<file path="src/rtl/fetch_unit.sv">
// MIPS IF stage: PC, redirect hold, optional BTB (FETCH_BTB_EN). IF/ID loads one edge after ihit+IFID_enable.
// Stalls via pcWEN/IFID_enable hold PC and latch; redirects arriving while stalled are parked until pcWEN.
module fetch_unit #(
  parameter logic [31:0] PC_INIT     = 32'h0000_0000,
  parameter int          BTB_ENTRIES = 8
) (
  input  logic        CLK,
  input  logic        nRST,
  input  logic        ihit,
  input  logic [31:0] imemload,
  output logic        imemREN,
  output logic [31:0] imemaddr,
  input  logic        pcWEN,
  input  logic        IFID_enable,
  input  logic        IFID_flush,
  input  logic        redirect_valid,
  input  logic [31:0] redirect_pc,
  input  logic        halt,
  input  logic        br_update_en,
  input  logic [31:0] br_pc,
  input  logic [31:0] br_target,
  input  logic        br_taken,
  output logic [31:0] ifid_instr,
  output logic [31:0] ifid_pc4,
  output logic        ifid_valid,
  output logic        ifid_pred_taken
);

  typedef enum logic [1:0] {
    FETCH      = 2'd0,
    REDIR_PEND = 2'd1,
    HALTED     = 2'd2
  } state_t;

  typedef struct packed {
    logic [31:0] instr;
    logic [31:0] pc4;
    logic        valid;
    logic        pred_taken;
  } ifid_t;

  state_t      state, state_nxt;
  logic [31:0] pc, pc_nxt;
  logic [31:0] pend_pc, pend_nxt;
  logic [31:0] pc_plus4;
  logic        predicted;
  logic        btb_hit;
  logic [31:0] btb_target;
  ifid_t       ifid;

  // Targets are word aligned; the low two redirect bits are discarded.
  logic unused_redirect_bits;
  assign unused_redirect_bits = ^redirect_pc[1:0];

  assign pc_plus4 = pc + 32'd4;
  assign imemaddr = pc;
  assign imemREN  = (state != HALTED);

`ifdef FETCH_BTB_EN
  localparam int IDXW = $clog2(BTB_ENTRIES);
  localparam int TAGW = 30 - IDXW;

  typedef struct packed {
    logic [TAGW-1:0] tag;
    logic [31:0]     target;
  } btb_ent_t;

  btb_ent_t                btb_mem [BTB_ENTRIES];
  logic [BTB_ENTRIES-1:0]  btb_vld;
  logic [IDXW-1:0]         rd_idx, wr_idx;
  logic [TAGW-1:0]         rd_tag, wr_tag;
  logic                    wr_match;
  logic                    unused_br_bits;

  assign rd_idx         = pc[IDXW+1:2];
  assign rd_tag         = pc[31:IDXW+2];
  assign wr_idx         = br_pc[IDXW+1:2];
  assign wr_tag         = br_pc[31:IDXW+2];
  assign unused_br_bits = ^br_pc[1:0];

  assign btb_hit    = btb_vld[rd_idx] && (btb_mem[rd_idx].tag == rd_tag);
  assign btb_target = btb_mem[rd_idx].target;
  assign wr_match   = btb_vld[wr_idx] && (btb_mem[wr_idx].tag == wr_tag);

  // Lookup reads registered contents, so a same-cycle update is seen next cycle.
  always_ff @(posedge CLK) begin
    if (!nRST) begin
      btb_vld <= '0;
    end else if (br_update_en) begin
      if (br_taken) begin
        btb_vld[wr_idx] <= 1'b1;
      end else if (wr_match) begin
        btb_vld[wr_idx] <= 1'b0;
      end
    end
  end

  always_ff @(posedge CLK) begin
    if (br_update_en && br_taken) begin
      btb_mem[wr_idx] <= '{tag: wr_tag, target: br_target};
    end
  end
`else
  logic unused_br;
  assign unused_br  = ^{br_update_en, br_pc, br_target, br_taken, (BTB_ENTRIES > 0)};
  assign btb_hit    = 1'b0;
  assign btb_target = 32'h0;
`endif

  always_ff @(posedge CLK) begin
    if (!nRST) begin
      state   <= FETCH;
      pc      <= PC_INIT;
      pend_pc <= 32'h0;
    end else begin
      state   <= state_nxt;
      pc      <= pc_nxt;
      pend_pc <= pend_nxt;
    end
  end

  always_comb begin
    state_nxt = state;
    pc_nxt    = pc;
    pend_nxt  = pend_pc;
    predicted = 1'b0;
    if (halt) begin
      state_nxt = HALTED;
    end else if (state != HALTED) begin
      if (redirect_valid) begin
        if (pcWEN) begin
          pc_nxt    = {redirect_pc[31:2], 2'b00};
          state_nxt = FETCH;
        end else begin
          pend_nxt  = {redirect_pc[31:2], 2'b00};
          state_nxt = REDIR_PEND;
        end
      end else if (pcWEN) begin
        if (state == REDIR_PEND) begin
          pc_nxt    = pend_pc;
          state_nxt = FETCH;
        end else if (btb_hit) begin
          pc_nxt    = btb_target;
          predicted = 1'b1;
        end else begin
          pc_nxt    = pc_plus4;
        end
      end
    end
  end

  always_ff @(posedge CLK) begin
    if (!nRST) begin
      ifid <= '0;
    end else if (IFID_flush) begin
      ifid <= '0;
    end else if (IFID_enable) begin
      if (state == HALTED) begin
        ifid <= '0;
      end else begin
        ifid <= '{instr: imemload, pc4: pc_plus4, valid: ihit, pred_taken: predicted};
      end
    end
  end

  assign ifid_instr      = ifid.instr;
  assign ifid_pc4        = ifid.pc4;
  assign ifid_valid      = ifid.valid;
  assign ifid_pred_taken = ifid.pred_taken;

endmodule

</file>
<file path="config.mk">
export PLATFORM = sky130hd
export DESIGN_NAME = fetch_unit
export DESIGN_NICKNAME = d
export VERILOG_FILES = /design/src/rtl/fetch_unit.sv
export SDC_FILE = /design/constraint.sdc
export NUM_CORES = 1
export LEC_CHECK = 0
export ABC_AREA = 1
export CAP_MARGIN = 5
export CORE_ASPECT_RATIO = 0.6
export CORE_MARGIN = 2
export CORE_UTILIZATION = 47
export DETAILED_ROUTE_END_ITERATION = 8
export HOLD_SLACK_MARGIN = 0.05
export PLACE_DENSITY = 0.86
export SYNTH_ARGS = -nofsm -noshare
export SYNTH_HDL_FRONTEND = slang
export SYNTH_SLANG_ARGS = --single-unit
</file>
<file path="constraint.sdc">
create_clock -name CLK -period 4.5 [get_ports CLK]
set_input_delay 0.45 -clock CLK [delete_from_list [all_inputs] [get_ports CLK]]
set_output_delay 0.45 -clock CLK [all_outputs]
set_load 0.02 [all_outputs]
</file>
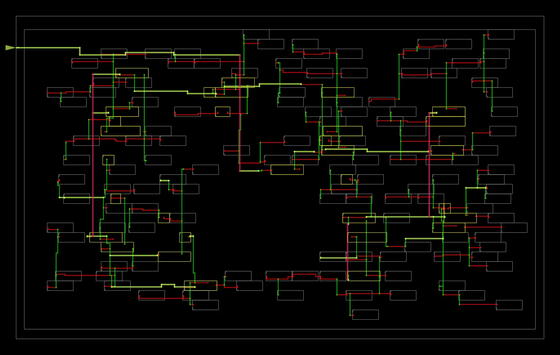
*Clock wiring as the flow saved it, run 1*
Clock buffer cells: 18
Fin Clk Skew: 0.01379 ns
CTS Sinks: 126
Flop Count: 126

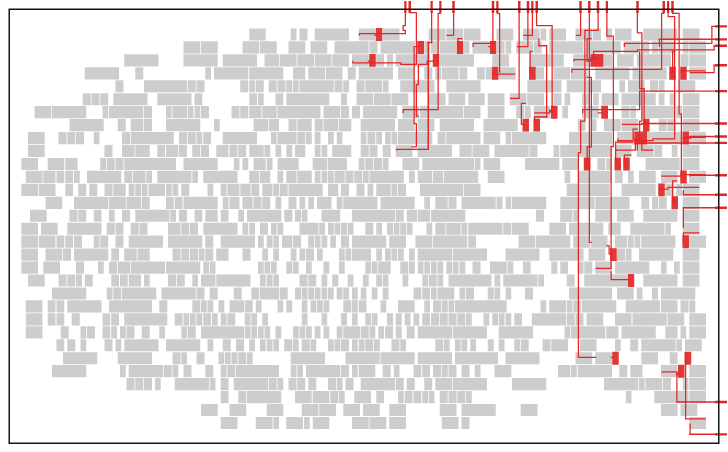
*I/O nets highlighted, run 1*
[red] imemload | bits: 32 | direction: input | end cells: 32 | wire: 969 um

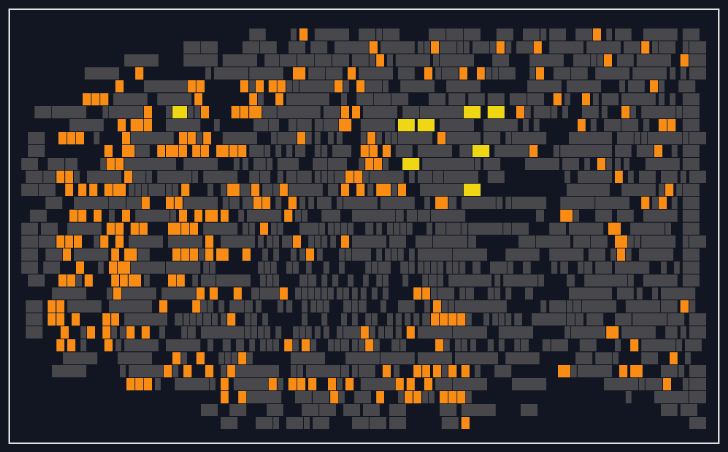
*Gate-type map, run 1*
[orange] aoi and oai cells | cells: 240 | where: spread over the die
[yellow] non-inverting ao/oa cells | cells: 8

-- run 1: flip-flops by register name, indices dropped and copies added (netlist names) --
signal and flops:
ifid_instr 32, ifid_pc4 31, imemaddr 30, pend_pc 30, state 2, ifid_valid 1
-- run 1: per-stage QoR --
stage / util, % / setup slack, ns / total power, mW / cells
finish: 67.77 / 1.992 / 3.059 / 1167
CTS: 67.77 / 2.028 / 3.063 / 1167
global placement: 62.55 / 1.630 / 1.579 / 1135
floorplan: - / 2.864 / 1.405 / 851
global route: 67.77 / 1.737 / 3.156 / 1167
detailed placement: 62.55 / 1.596 / 1.587 / 1135
-- run 1: per-layer routing --
layer	wire length, um	part of all wire [%]	up-vias	track usage (%)
li1	-	-	3050	-
met1	8898	46	2820	42.78
met2	8132	42	358	39.08
met3	1994	10	24	7.020
met4	245	1.3	0	7.540
met5	0	0	-	0
-- run 1: synth_stat cells (6+ instances only) --
cell | n | share of area (%)
inv_1 | 82 | 5.2
buf_2 | 8 | 0.68
a21oi_1 | 123 | 10
a32o_1 | 7 | 1.2
nor2_2 | 9 | 0.95
dfxtp_1 | 126 | 43
nand3_1 | 38 | 3.2
nand2_1 | 219 | 14
a22oi_1 | 6 | 0.76
o21ai_0 | 89 | 7.5
clkbuf_1 | 39 | 2.5
o21bai_1 | 11 | 1.4
nor2_1 | 41 | 2.6
-- run 1: cell families (layout without fill, tap and decap cells) --
logic type,Yosys count,in the layout,share of synthesized area [%]
flops,126,126,42.72
simple gates,325,325,23.69
compound gates,248,248,22.67
xor+xnor,8,8,1.187
fa+ha+maj,1,1,0.2119
buf+inv,140,291,9.451
other cells,1,3,0.06351
-- run 1: critical path: cells and delay by family --
family / cells / cell delay, ns
AOI/OAI and AO/OA: 2 / 0.58
buffers and inverters: 2 / 0.82
and+or+nand+nor: 1 / 0.89
==> flow_summary.yaml, run 1 <==
# flow metrics
critical_path:
  crit_type: "in -> reg"
  worstReg2RegEnd: "pend_pc[23]"
  crit_chain: "clkdlybuf4s50_1 -> buf_4 -> nand3_2 -> o21ai_0 -> a21oi_1"
  crit_start: "redirect_valid"
  setup.worst_path.end_class: "flop"
  crit_path_max_fanout: 60
  r2r-start: "state[1]"
  worst_path_max_delay_cell: "nand3_2"
  rr_worst_depth: 6
  worstSetupStartpointType: "input port"
  setup.worst_path.end: "pend_pc[23]"
  critPathRequiredTime_ns: 4.77
  crit_arrival_ns: 2.78
cells_and_area:
  nNetsFinal: 1128
  largest_class: "multi-input combinational cells"
  n_all_buffers: 172
  nFillCells: 1050
  clock_area_share_pct: 7.710
  drive_above_1_share_pct: 7.086
  comb_area_share_pct: 34.44
  mi_logic_area_um2: 2834
  buffer_area_share_pct: 20.71
  layout_top_cell: "nand2_1"
  n_all_inverters: 87
  comb_cells: 585
  final-seq-area_um2: 2522
  antennaDiodeCount: 0
power:
  p_per_area_nw_per_um2: 371.8
  swShare_pct: 26.28
  pwr-share-seq_pct: 39.3
  power.leakage_nw: 3.230
  powerComb_uw: 371
  p_seq_mw: 1.20
  clockPowerShare_pct: 48.6
  p_clk_mw: 1.49
  ir_drop_uv: 269.3
cts:
  cts_htree_levels: 4
  clock_latency_ns: 0.43
  cts.root.buffer_cell: "clkbuf_16"
  numCtsBuffers: 17
  cts_hold_buf: 0
  cts.repair.resized: 0
  clock_path_buffers: 2
  postCtsSetupBuffers: 0
  clk_pin_slew_ns: 0.06
final_timing:
  timing.fmax_mhz: 398.8
  hold_slack_ns: 0.4423
  worst_pin_slew_ns: 1.043
  period_used_pct: 55.73
  maxSlewHeadroom_pct: 30.38
  setup_viol: 0
  rsz0062_at_grt: "no"
  period_minus_slack_ns: 2.508
  drv_slew: 0
  fin_setup_tns_ns: 0
min_path:
  hold_path_end: "pend_pc[22]"
  min_path_type: "reg -> reg"
  whs_path_depth: 2
grt:
  track_usage_pct: 28.16
  antenna_found_initial: 0
  grt_pass1_wl_um: 29680
  grt.overflow.total: 0
  grt_max_degree: 66
  first_global_vias: 5518
detailed_routing:
  dr.pass1.iters: 5
  via_per_inst: 5.357
  wire_per_inst_um: 16.51
  wl_um: 19270
  ant_nets: 0
  via_count: 6252
yosys:
  syn_area_um2: 5904
  ys_seq_share_pct: 42.72
  yosys-stat-area_um2: 5904
  flop_cell: "dfxtp_1"
  yosys_cells: 849
  ys_types: 32
  ys_warn_count: 0
  syn_inst: 849
outcome:
  outcome: "completed"
floorplan:
  die_w_um: 148.7
  fp.coreArea_um2: 12140
  tap_cells: 165
  die_area_um2: 13500
  floorplan.core_util_pct: 48.63
run:
  tool_warnings: 94
placement:
  gp_congestion: 0.9464
  dp_hpwl_um: 13200
### Wiring by layer, run 1

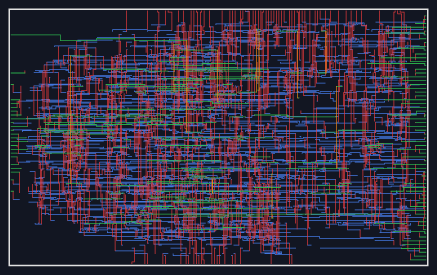

--- run 2 (diff from run 1) ---
CORE_UTILIZATION = 39   (was 47)
PLACE_DENSITY = 0.76   (was 0.86)
clock period = 2.3 ns   (was 4.5 ns; I/O delays follow)
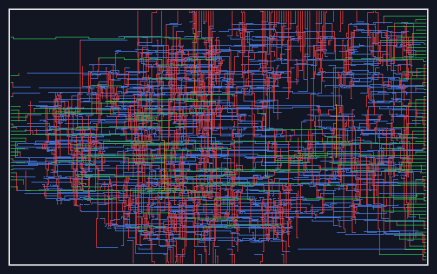
*Wiring by layer, run 2*
[green] M3 | wire length: 2190 um
[red] M2 | wire length: 7910 um
[blue] M1 | wire length: 9030 um
[orange] M4 | wire length: 165 um

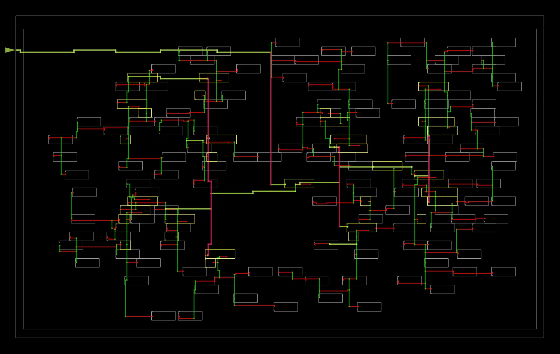
*Clock wiring as the flow saved it, run 2*
CTS buffer count: 17
Clock buffer cells: 17
clk pwr: 2.85 mW
Fin Clk Skew: 0.008323 ns
clk_lat worst skew: 0.41 ns

==> flow_summary.yaml, run 2 <==
# flow metrics
yosys:
  syn_inst: 849
  top_area_cell: "dfxtp_1"
  ys_types: 32
  ys_seq_share_pct: 42.72
  most_common_cell: "nand2_1"
  yosysTopAreaCellShare_pct: 42.72
  flop_cell: "dfxtp_1"
  ys_warn_count: 0
  area_leaders: "dfxtp_1 43%, nand2_1 14%, a21oi_1 10%, o21ai_0 7.5%, inv_1 5.2%"
  ys_top_cells_by_count: "219 x nand2_1, 126 x dfxtp_1, 123 x a21oi_1, 89 x o21ai_0, 82 x inv_1"
  yosys_cells: 849
detailed_routing:
  wire_per_inst_um: 15.96
  via_count: 6171
  dr.pass1.iters: 5
power:
  power.leakage_nw: 3.268
  powerComb_uw: 729
  power.total_mw: 5.927
  swShare_pct: 26.98
  clockPowerShare_pct: 48.0
  p_seq_mw: 2.35
  p_per_area_nw_per_um2: 711.8
  pwr-share-seq_pct: 39.7
final_timing:
  setup_viol: 0
  drv_slew: 0
  worst_pin_slew_ns: 0.5497
  maxSlewHeadroom_pct: 63.36
  fin_setup_tns_ns: 0
  timing.fmax_mhz: 484.8
cells_and_area:
  layout_top_cell: "nand2_1"
  drive_above_1_share_pct: 8.012
  antennaDiodeCount: 0
min_path:
  min_path_type: "in -> reg"
critical_path:
  crit_chain: "inv_2 -> nor2_2 -> inv_1 -> clkdlybuf4s50_1"
  critPathRequiredTime_ns: 2.07
  setup.worst_path.end_class: "primary output"
  crit_type: "reg -> out"
  crit_arrival_ns: 1.83
  crit_path_max_fanout: 3
grt:
  first_global_vias: 5395
  grt_pass1_wl_um: 29260
cts:
  cts_hold_buf: 0
  cts.repair.resized: 0
  cts.sinks: 126
  postCtsSetupBuffers: 0
  clock_path_buffers: 2
outcome:
  outcome: "completed"
run:
  tool_warnings: 94
floorplan:
  die_w_um: 162.8
  floorplan.core_util_pct: 40.35
placement:
  dp_hpwl_um: 14390
[run 2: worst max-delay path, delay by kind of cell, from the launching register on]
kind | cells | cell delay, ns
buffers and inverters | 3 | 0.71
DFF | 1 | 0.35
and+or+nand+nor | 1 | 0.36
[run 2: kinds of logic after synthesis]
family          Yosys count  share of synthesized area, %
compound gates          248                         22.67
xor+xnor                  8                         1.187
fa+ha+maj                 1                        0.2119
buf+inv                 140                         9.451
flops                   126                         42.72
other cells               1                       0.06351
simple gates            325                         23.69
[run 2: layout make-up]
class,count,area (um2)
clock buffers,17,425.4
clock inverters,15,198.9
fillers,1386,6307
inverters,87,326.6
multi-input cells,585,2834
flip-flops and latches,126,2522
well taps,198,247.7
repair buffers,181,1772
[run 2: per-stage QoR]
| stage | std cells | worst slack [ns] | instance area, um2 | util, % | hold slack (ns) |
|---|---|---|---|---|---|
| 6_report | 1209 | 0.2374 | 8327 | 56.90 | 0.3640 |
| 5_1_grt | 1209 | 0.1929 | 8327 | 56.90 | 0.3635 |
| 4_1_cts | 1209 | 0.2445 | 8327 | 56.90 | 0.3519 |
| 3_5_place_dp | 1177 | 0.5143 | 7702 | 52.63 | 0.4337 |
| 3_3_place_gp | 1177 | 0.5419 | 7702 | 52.63 | 0.4290 |
| 2_1_floorplan | 851 | 0.6637 | 5912 | - | 0.3738 |
[run 2: layer usage]
layer  track usage, %  part of all wire (%)  vias to the layer above
met2            32.92                    41                      288
met4            5.718                  0.85                        0
met1            35.03                    47                     2800
met5                0                     0                        -
met3            6.464                    11                       16
li1                 -                     -                     3067
[run 2: path summary, 6_finish.rpt]
check	end
worst max-delay path	imemREN
worst min-delay path	ifid_instr[11]
worst max register to register	ifid_pc4[20]
worst min register to register	pend_pc[8]
Power figures rest on the tool's default switching activity, not on a simulated workload.
